[config.mk]
export PLATFORM = sky130hd
export DESIGN_NAME = multi_chan_disp
export DESIGN_NICKNAME = d
export VERILOG_FILES = /design/src/rtl/multi_chan_disp_pkg.sv /design/src/rtl/multi_chan_disp_scan_ctrl.sv /design/src/rtl/multi_chan_disp.sv
export SDC_FILE = /design/constraint.sdc
export NUM_CORES = 1
export LEC_CHECK = 0
export CORE_AREA = 2 2 189 191
export CTS_CLUSTER_DIAMETER = 50
export DETAILED_ROUTE_END_ITERATION = 16
export DIE_AREA = 0 0 191 193
export GPL_ROUTABILITY_DRIVEN = 0
export SKIP_CTS_REPAIR_TIMING = 1
export SYNTH_ARGS = -nofsm -noshare
export SYNTH_HDL_FRONTEND = slang
export SYNTH_SLANG_ARGS = --single-unit
[constraint.sdc]
create_clock -name clk -period 2.9 [get_ports clk]
set_input_delay 0.29 -clock clk [delete_from_list [all_inputs] [get_ports clk]]
set_output_delay 0.29 -clock clk [all_outputs]
set_load 0.02 [all_outputs]
[src/rtl/multi_chan_disp_pkg.sv]
// Shared constants and helpers for the multi-channel display selector:
// channel-0 reset pattern, bit-width helper and scan-mode encoding.
package multi_chan_disp_pkg;

    localparam logic [31:0] CH0_RST_WORD = 32'hAA55_55AA;

    typedef enum logic {
        MODE_MANUAL = 1'b0,
        MODE_AUTO   = 1'b1
    } scan_mode_e;

    // Bits needed to index v distinct values, never less than 1.
    function automatic int clog2_int(input int v);
        int w;
        w = 1;
        while ((1 << w) < v) begin
            w = w + 1;
        end
        return w;
    endfunction

endpackage

[src/rtl/multi_chan_disp_scan_ctrl.sv]
// Channel scan controller: tracks the current channel, either following the
// manual select or stepping through the masked channels after each dwell.
module disp_scan_ctrl
    import multi_chan_disp_pkg::*;
#(
    parameter int NCH   = 8,
    parameter int DWELL = 50_000_000,
    localparam int CW   = clog2_int(NCH),
    localparam int CNTW = clog2_int(DWELL)
) (
    input  logic           clk,
    input  logic           rst_n,
    input  logic           auto_en,
    input  logic [NCH-1:0] chan_mask,
    input  logic [CW-1:0]  test_ch,
    output logic [CW-1:0]  cur_ch
);

    localparam logic [CNTW-1:0] LAST = CNTW'(DWELL - 1);

    scan_mode_e      mode;
    logic [CNTW-1:0] dwell_cnt;
    logic [CW-1:0]   next_ch;
    logic [CW-1:0]   cand;
    logic            found;

    assign mode = auto_en ? MODE_AUTO : MODE_MANUAL;

    // Next higher enabled channel, wrapping; falls back to cur_ch itself
    // when it is the only enabled one.
    always_comb begin
        next_ch = cur_ch;
        cand    = cur_ch;
        found   = 1'b0;
        for (int i = 1; i <= NCH; i++) begin
            cand = cur_ch + CW'(i);
            if (!found && chan_mask[cand]) begin
                next_ch = cand;
                found   = 1'b1;
            end
        end
    end

    always_ff @(posedge clk or negedge rst_n) begin
        if (!rst_n) begin
            cur_ch    <= '0;
            dwell_cnt <= '0;
        end else if (mode == MODE_MANUAL) begin
            // Counter parked at zero so a switch to auto starts a fresh dwell.
            cur_ch    <= test_ch;
            dwell_cnt <= '0;
        end else if (chan_mask == '0) begin
            cur_ch    <= '0;
            dwell_cnt <= '0;
        end else if (!chan_mask[cur_ch] || (dwell_cnt == LAST)) begin
            cur_ch    <= next_ch;
            dwell_cnt <= '0;
        end else begin
            dwell_cnt <= dwell_cnt + 1'b1;
        end
    end

endmodule

[src/rtl/multi_chan_disp.sv]
// Multi-channel display selector: CPU-written channel 0 plus externally fed
// channels, muxed by manual select or auto-scan into registered outputs.
module multi_chan_disp
    import multi_chan_disp_pkg::*;
#(
    parameter int NCH   = 8,
    parameter int DW    = 32,
    parameter int DWELL = 50_000_000,
    localparam int ND   = DW / 4,
    localparam int NB   = DW / 8,
    localparam int CW   = clog2_int(NCH)
) (
    input  logic              clk,
    input  logic              rst,
    input  logic [NB-1:0]     EN,
    input  logic [DW-1:0]     Data0,
    input  logic [ND*NCH-1:0] LES,
    input  logic [ND*NCH-1:0] point_in,
    input  logic [DW*NCH-1:0] data_in,
    input  logic [CW-1:0]     Test,
    input  logic              auto_en,
    input  logic [NCH-1:0]    chan_mask,
    output logic [DW-1:0]     Disp_num,
    output logic [ND-1:0]     LE_out,
    output logic [ND-1:0]     point_out,
    output logic [CW-1:0]     chan_out,
    output logic              chan_chg
);

    // Reset word is the 32-bit pattern repeated byte-for-byte across DW.
    function automatic logic [DW-1:0] disp_reset_word();
        logic [DW-1:0] w;
        w = '0;
        for (int k = 0; k < NB; k++) begin
            w[8*k +: 8] = CH0_RST_WORD[8*(k % 4) +: 8];
        end
        return w;
    endfunction

    localparam logic [DW-1:0] DISP_RST = disp_reset_word();

    logic [DW-1:0] disp_data;
    logic [ND-1:0] cpu_blink;
    logic [ND-1:0] cpu_point;
    logic [CW-1:0] cur_ch;
    logic [CW-1:0] sel_ch;
    logic [DW-1:0] sel_word;
    logic [ND-1:0] sel_blink;
    logic [ND-1:0] sel_point;

    disp_scan_ctrl #(
        .NCH   (NCH),
        .DWELL (DWELL)
    ) u_scan (
        .clk       (clk),
        .rst_n     (rst),
        .auto_en   (auto_en),
        .chan_mask (chan_mask),
        .test_ch   (Test),
        .cur_ch    (cur_ch)
    );

    // Each byte lane owns one data byte and the two digits it displays.
    always_ff @(posedge clk or negedge rst) begin
        if (!rst) begin
            disp_data <= DISP_RST;
            cpu_blink <= '1;
            cpu_point <= '0;
        end else begin
            for (int k = 0; k < NB; k++) begin
                if (EN[k]) begin
                    disp_data[8*k +: 8] <= Data0[8*k +: 8];
                    cpu_blink[2*k +: 2] <= LES[2*k +: 2];
                    cpu_point[2*k +: 2] <= point_in[2*k +: 2];
                end
            end
        end
    end

    // Manual select bypasses the scan register so a Test change lands in one cycle.
    assign sel_ch = auto_en ? cur_ch : Test;

    always_comb begin
        sel_word  = data_in[int'(sel_ch)*DW +: DW];
        sel_blink = LES[int'(sel_ch)*ND +: ND];
        sel_point = point_in[int'(sel_ch)*ND +: ND];
        if (sel_ch == '0) begin
            sel_word  = disp_data;
            sel_blink = cpu_blink;
            sel_point = cpu_point;
        end
    end

    always_ff @(posedge clk or negedge rst) begin
        if (!rst) begin
            Disp_num  <= '0;
            LE_out    <= '0;
            point_out <= '0;
            chan_out  <= '0;
            chan_chg  <= 1'b0;
        end else begin
            Disp_num  <= sel_word;
            LE_out    <= sel_blink;
            point_out <= sel_point;
            chan_out  <= sel_ch;
            chan_chg  <= (sel_ch != chan_out);
        end
    end

endmodule
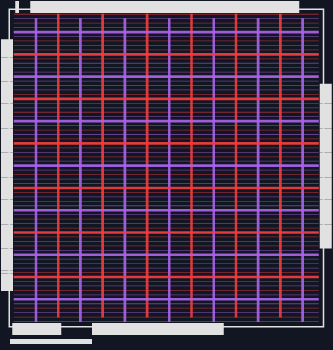
**Above:** run 1 (supply network).
Bar = 50 um. Pins as bars on the die edge.
| color | net |
|---|---|
| purple | VSS |
| red | VDD |
signal pins: 486
rows: 69
height of the chip: 193 um
worst vdd ir: 0.0004243 V
placeable core region: 0.03496 mm2

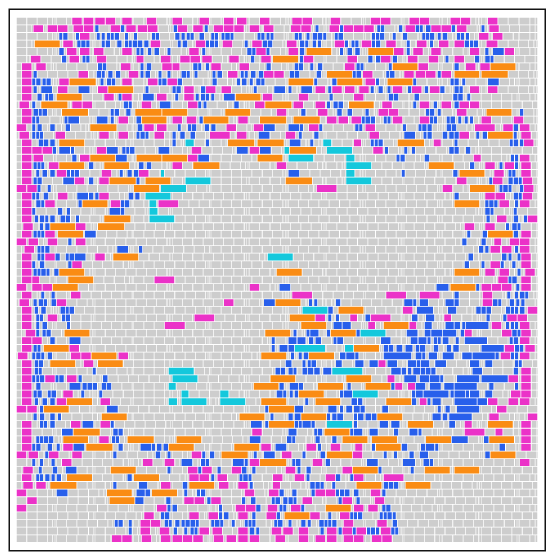
**Above:** run 1 (placed cells, one color a class).
Fill, decap, tap and diode cells in gray.
| color | class | cells | share of their area |
|---|---|---|---|
| blue | combinational and other logic | 965 | 37% |
| cyan | clock drivers and dummy loads | 32 | 4.2% |
| orange | sequential cells | 129 | 23% |
| magenta | remaining buffers and delay cells | 488 | 36% |
utilization after layout: 41.41%
final instance area: 0.01448 mm2
flop share of the area: 22.50%
Core Rows: 69

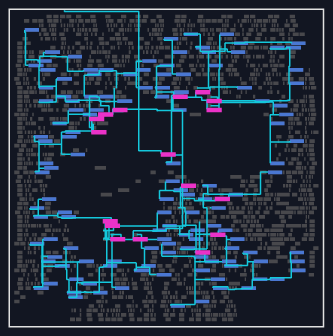
**Above:** run 1 (clock wires, drivers and flops).
[blue] flip-flops | count: 129
[magenta] clock drivers | count: 17
[cyan] clock wires | length: 2400 um
routed clock nets: 18
flops lie: spread over the die
clock network latency to the later pin of the worst-skew pair: 0.42 ns
Worst Clk Skew: 0.01303 ns
part of the total power dissipated in the clock network: 21.2%

==> summary.txt, run 1 <==
impl run done, here's what came out: run status=finished, final reports clean, startpoint of the worst setup timing path=u_scan.cur_ch[0], highest fanout seen on the critical path=8, basic-gate share of the synthesized area counting and, or, nand and nor cells=38.31%, YS warnings=0, worst relative slew slack=46.71%, via count of the first global-routing pass=between 9000 and 10000, number of fillers in the final layout=3585, met2 usage in global routing=32.46%, bufs w/o clock=488, max capacitance violation total=0, dominant logic cell type in the layout=sky130_fd_sc_hd__clkdlybuf4s50_1, clock tree from TritonCTS=done, Largest type area fraction=a little under a third, DR vias=just under 10000, MUX area fraction=10.49%, adder share=0.4353%, yosys cell count=1178, post-synthesis instance area=about 0.0086 mm2, area added between synthesis and finish=67.89%, clock network area share=4.053%, fraction of final layout cells sized beyond drive strength 1=about a tenth, Pwr Total=10.46 mW, leading cell type by number of instances after synthesis=sky130_fd_sc_hd__nand2_1, antenna violations before repair=2, launching element type of the critical path=flop, wire length of the first global-routing pass=between 50000 and 60000 um, fraction of met1 tracks used by global routing=around a quarter, area-dominant cell class after layout=combinational gates, Worst Path Arrival=about 3.1 ns, clock buffers created by TritonCTS=17, flip-flops with a built-in enable=0, Synth async-reset ratio=100.0%, Data buffer area share=34.28%, dominant kind of combinational cell=simple AND/OR/NAND/NOR gates, Data required, critical path=3.22 ns, non-filler instance count after layout=2076, Worst Setup Slack post-DPL=between 0.03 and 0.04 ns, Seq cells=129, most area-consuming cells after synthesis=sky130_fd_sc_hd__dfrtp_1 30%, sky130_fd_sc_hd__nand2_1 20%, sky130_fd_sc_hd__nand3_1 15%, overflow left after global routing=0, element type at the critical path end=flop, area of the multi-input gates=0.005046 mm2, most frequent cells in the layout=452 x sky130_fd_sc_hd__clkdlybuf4s50_1, 449 x sky130_fd_sc_hd__nand2_1, 251 x sky130_fd_sc_hd__nand3_1, ranking of synthesized cells by instance count=449 x sky130_fd_sc_hd__nand2_1, 251 x sky130_fd_sc_hd__nand3_1, 105 x sky130_fd_sc_hd__dfrtp_1, time the worst path needs with I/O delays and setup=~2.8 ns, Inverters excl. clock=10, leading registers by flop count=Disp_num (32), disp_data (32), u_scan.dwell_cnt (26), number of distinct library cells after synthesis=55, ao+oa area frac=6.094%, total half-perimeter wirelength after legalization and detailed placement=27690 um, area figure in the yosys stat output=0.008623 mm2, Initial Utilization=24.66%, dominant delay contributor by cell family on the critical path=AND-OR/OR-AND gates, Multi-Input Combinational=955, portion of the post-synthesis area used by sequential elements=~38%
==> run 1: stage by stage <==
step | area [um2] | utilization [%] | hold WS [ns]
after floorplan | 8640 | - | -0.005591
after global placement | 13860 | 39.64 | 0.2652
after detailed placement | 13860 | 39.64 | 0.2693
after CTS | 14450 | 41.32 | -0.1905
after global routing | 14480 | 41.41 | 0.4197
final | 14480 | 41.41 | 0.3886
==> run 1: report_power, final <==
group / internal [mW] / total (mW) / leakage [nW] / switching (mW)
registers: 2.24 / 2.41 / 1.55 / 0.165
clock network: 1.28 / 2.21 / 0.277 / 0.932
logic: 2.63 / 5.84 / 4.32 / 3.20
**Run 1: metal layers overlaid**

Bar = 50 um. Two of the layers only.
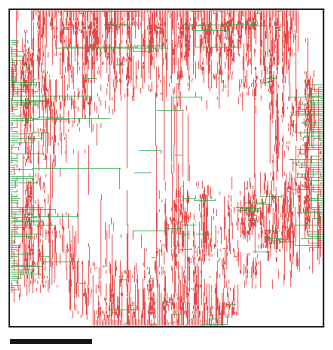

--- run 2 (diff from run 1) ---
PLACE_DENSITY_LB_ADDON = 0.1   (was unset)
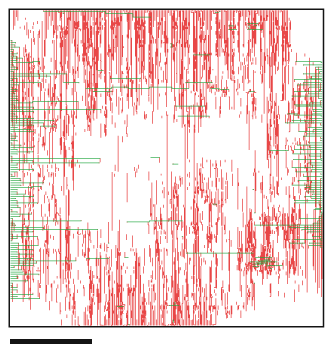
**Above:** run 2 (metal layers overlaid).
Bar = 50 um. Two of the layers only.
| color | layer | wire length |
|---|---|---|
| green | metal 3 | 2450 um |
| red | metal 2 | 18800 um |
DR vias: 9649
drt wl/cell: 18.22 um
overall fraction of global-route tracks in use: 19.72%
Total Wirelength: 37930 um

==> run 2 against run 1 <==
  * Die size did not move
  * Clock power about the same
  * Area after synthesis did not move
  * Power is essentially flat
==> summary.txt, run 2 <==
impl run done, here's what came out: run status=finished, final reports clean, buffer-and-inverter tally for the worst setup path=1, Switching Fraction=40.25%, clock network latency to the later pin of the worst-skew pair=~0.42 ns, via count of the first global-routing pass=slightly above 9000, Leading power group=combinational cells, non-filler instance count after layout=2082, wire length of the first global-routing pass=55120 um, clock buffers created by TritonCTS=17, basic-gate share of the synthesized area counting and, or, nand and nor cells=between 30% and 40%, Worst Clk Skew=0.01204 ns, ranking of synthesized cells by instance count=449 x sky130_fd_sc_hd__nand2_1, 251 x sky130_fd_sc_hd__nand3_1, 105 x sky130_fd_sc_hd__dfrtp_1, time the worst path needs with I/O delays and setup=2.800 ns, capturing instance or port of the critical path=u_scan.cur_ch[0], fraction of final layout cells sized beyond drive strength 1=10.14%, Pwr Total=roughly 10 mW, most area-consuming cells after synthesis=sky130_fd_sc_hd__dfrtp_1 30%, sky130_fd_sc_hd__nand2_1 20%, sky130_fd_sc_hd__nand3_1 15%, Worst Path Arrival=3.10 ns, startpoint of the worst setup timing path=u_scan.cur_ch[0], total half-perimeter wirelength after legalization and detailed placement=between 20000 and 30000 um, final instance area=0.01447 mm2, overflow left after global routing=0, P_int=6.254 mW, share of total power in sequential cells=23.1%, part of the total power dissipated in the clock network=21.3%, number of distinct library cells after synthesis=55, leading cell type by number of instances after synthesis=sky130_fd_sc_hd__nand2_1, worst relative slew slack=44.97%, worst vdd ir=0.0004286 V, fraction of met1 tracks used by global routing=24.49%, height of the chip=about 190 um, net switching power figure=4.213 mW, post-detailed-route count of antenna-violating nets=0, utilization after layout=approximately 41%, Initial Utilization=~25%, warning total across the stage logs=~62, ao+oa area frac=6.094%, Data required, critical path=3.20 ns, placeable core region=0.03496 mm2, Largest type area fraction=30.47%, area figure in the yosys stat output=roughly 0.0086 mm2, fin. max-slew vios=0, flip-flops with a built-in enable=0, dominant delay contributor by cell family on the critical path=multiplexers, leading registers by flop count=Disp_num (32), disp_data (32), u_scan.dwell_cnt (26), yosys cell count=approximately 1200, YS warnings=0, placement-stage cell area=roughly 0.014 mm2, number of fillers in the final layout=3616, highest fanout seen on the critical path=6, dominant logic cell type in the layout=sky130_fd_sc_hd__clkdlybuf4s50_1, MUX area fraction=10.49%, dominant kind of combinational cell=simple AND/OR/NAND/NOR gates, max capacitance violation total=0, Worst Setup Slack post-DPL=~0.025 ns, met2 usage in global routing=between 30% and 40%, Clk power=about 2.2 mW, adder share=0.4353%, antenna violations before repair=3, element type at the critical path end=flop, portion of total power attributed to combinational logic=55.6%, flip-flop and latch count after synthesis=129, area added between synthesis and finish=67.82%, horizontal extent of the die=191 um, Synth async-reset ratio=100.0%, Core Rows=69, combinational power=5.82 mW, clock tree from TritonCTS=done, portion of the post-synthesis area used by sequential elements=37.78%, most frequent cells in the layout=452 x sky130_fd_sc_hd__clkdlybuf4s50_1, 449 x sky130_fd_sc_hd__nand2_1, 251 x sky130_fd_sc_hd__nand3_1, sequential power=2.42 mW
-- run 2: cells by family (layout without fill, tap and decap cells) --
kind of cell | Yosys count | after routing
and+or+nand+nor | 767 | 767
DFF | 129 | 129
buffers and inverters | 94 | 533
AOI/OAI and AO/OA | 88 | 88
muxes | 71 | 71
xor gates and xnor gates | 26 | 26
adders and majority gates | 3 | 3
other | 0 | 4
-- run 2: final cells by class --
cell class	instances	area [um2]	share of cell area, %
tap	461	576.8	3.986
multi-input combinational	955	5040	34.83
timing repair buffer	491	4952	34.22
clock buffer	22	454.2	3.139
clock inverter	10	136.4	0.9424
inverter	10	43.79	0.3026
antenna	4	10.01	0.06917
sequential	129	3258	22.51
Power and IR drop assume default switching activity.
